==> config.mk <==
export PLATFORM = sky130hd
export DESIGN_NAME = mario_poll_unit
export DESIGN_NICKNAME = d
export VERILOG_FILES = /design/src/rtl/mario_poll_unit.sv
export SDC_FILE = /design/constraint.sdc
export NUM_CORES = 1
export LEC_CHECK = 0
export CAP_MARGIN = 20
export CORE_ASPECT_RATIO = 1.75
export CORE_UTILIZATION = 28
export CTS_CLUSTER_SIZE = 24
export DETAILED_ROUTE_END_ITERATION = 8
export PLACE_DENSITY_LB_ADDON = 0.3
export SLEW_MARGIN = 10
export SYNTH_ARGS = -nofsm -noshare
export SYNTH_HDL_FRONTEND = slang
export SYNTH_SLANG_ARGS = --single-unit
==> constraint.sdc <==
create_clock -name Clk -period 13.3 [get_ports Clk]
set_input_delay 2.66 -clock Clk [delete_from_list [all_inputs] [get_ports Clk]]
set_output_delay 2.66 -clock Clk [all_outputs]
set_load 0.02 [all_outputs]
Figure 1. The metal 1 layer.
Bar = 20 microns.
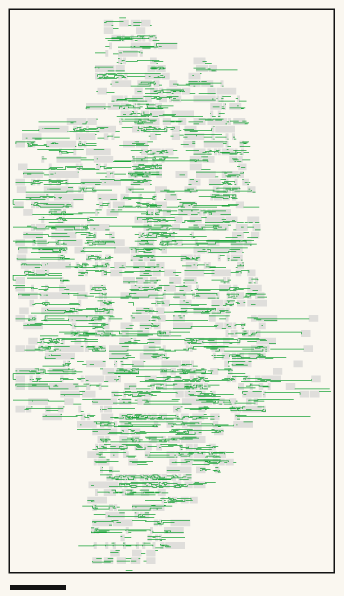
The layer holds 39% of the routed length. 862 nets have wire on it. The layer carries 6430 microns of wire. The longest straight run is 42.3 microns. The wires run mostly horizontal.
via count: 5183
met1 Use GR: 0.161
WL final: 16.6 mm

Figure 2. M2 wires.
Bar = 20 microns.
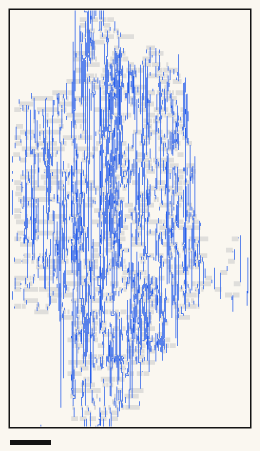
777 nets have wire on it. The wires run mostly vertical. The longest straight run is 128 microns. The layer holds 54% of the routed length. The layer carries 8990 microns of wire.
GR Util met2: 0.285

Figure 3. Metal 3.
Bar = 20 microns.
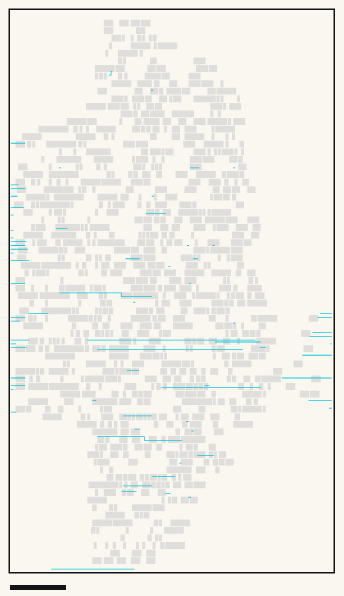
55 nets have wire on it. The layer holds 2.9% of the routed length. The wires run mostly horizontal.
M3 GR Usage: 0.0132

Figure 4. M4 wires.
Bar = 20 microns.
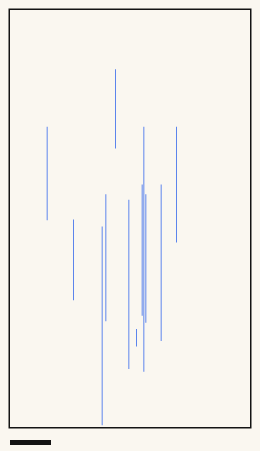
10 nets have wire on it. The layer holds 4.5% of the routed length.

Figure 5. Routing congestion map.
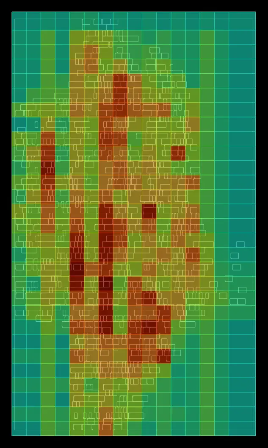
gr busiest metal: met2
WL/cell: 15.2 microns
Final Util: 0.334
gr usage total: 0.151

==> reports/metrics.yaml <==
largest_reg_flops: 12
cp_top_family: "adder cells"
ys_warn_count: 0
grt_pass1_vias: 5251
vdd_ir_drop_max_v: 0.0000687
io_buffers: 50
slowest_delay_ns: 0.71
fp.dieH_microns: 202
lay_top_count: "nand2_1"
rsz0062_at_grt: "no"
ys_seq_frac: 0.213
crit_path_max_fanout: 14
cp.depth: 20
cts_root_buf: "clkbuf_16"
worstPathRequired_ns: 10.64
status: "completed"
die_w_microns: 116
final_area_sq_um: 7420
numCtsBuffers: 9
clock_latency_ns: 0.34
critPathKind: "reg2out"
max_slew_margin: 0.454
setup_tns_ns: 0
setup.worst_path.start_class: "register"
grt_pass1_wl_mm: 27.0
worst_path_max_delay_cell: "dfxtp_1"
skew_ns: 0.00912
top_cell_area_share: 0.198
drv_slew: 0
post_dp_cell_area_sq_um: 7100
synth_flop_count: 62
cts_buffer_depth: 2
-- area by class of cell --
| class | instances | area, sq um |
|---|---|---|
| Sequential cell | 62 | 1360 |
| Multi-Input combinational cell | 593 | 4570 |
| Timing Repair Buffer | 52 | 515 |
| Inverter | 74 | 278 |
| Tap cell | 296 | 370 |
| Fill cell | 2375 | 14800 |
| Clock inverter | 5 | 82.6 |
| Clock buffer | 11 | 243 |
-- cells in the mapped netlist, drive strengths merged (3+ instances only) --
cell	number
xnor2	51
edfxtp	12
nor2b	7
o21a	6
a21oi	63
mux2i	3
buf	11
nand3b	3
a22oi	3
or2	4
xor2	26
nor2	37
a211oi	9
dfxtp	50
ha	101
o21ai	29
inv	74
a21o	14
mux2	3
nor3	14
o21bai	3
fa	18
o2111ai	5
a2111oi	6
o22ai	4
and2	15
a31oi	3
o211ai	3
nand2	106
clkbuf	24
nand3	11
nand2b	8
o31ai	5
-- through the flow --
step            util  power (mW)  setup WS, ns  cells
2_1_floorplan      -       0.724          5.67    764
3_3_place_gp   0.319       0.901          4.79   1077
3_5_place_dp   0.319       0.903          4.71   1077
4_1_cts        0.334        1.17          4.33   1093
5_1_grt        0.334        1.25          4.02   1093
6_report       0.334        1.15          4.37   1093
-- power breakdown --
part           switching [mW]  internal [mW]  leakage, nW
clock network          0.0886          0.169        0.160
registers              0.0101          0.200        0.529
logic                   0.379          0.299         2.41
total                   0.478          0.669         3.10
-- kinds of logic after synthesis --
family,synth area share
muxes,0.0119
DFF,0.213
buffers and inverters,0.0720
adders and majority gates,0.256
xor gates and xnor gates,0.109
and+or+nand+nor,0.155
AOI/OAI and AO/OA,0.184
-- layer usage --
layer,vias up,global-route usage,wire (microns)
li1,2672,-,-
met1,2398,0.161,6430
met2,87,0.285,8990
met3,26,0.0132,483
met4,0,0.0797,743
met5,-,0,0
No activity file was given, so power comes from the tool's default toggle rates.
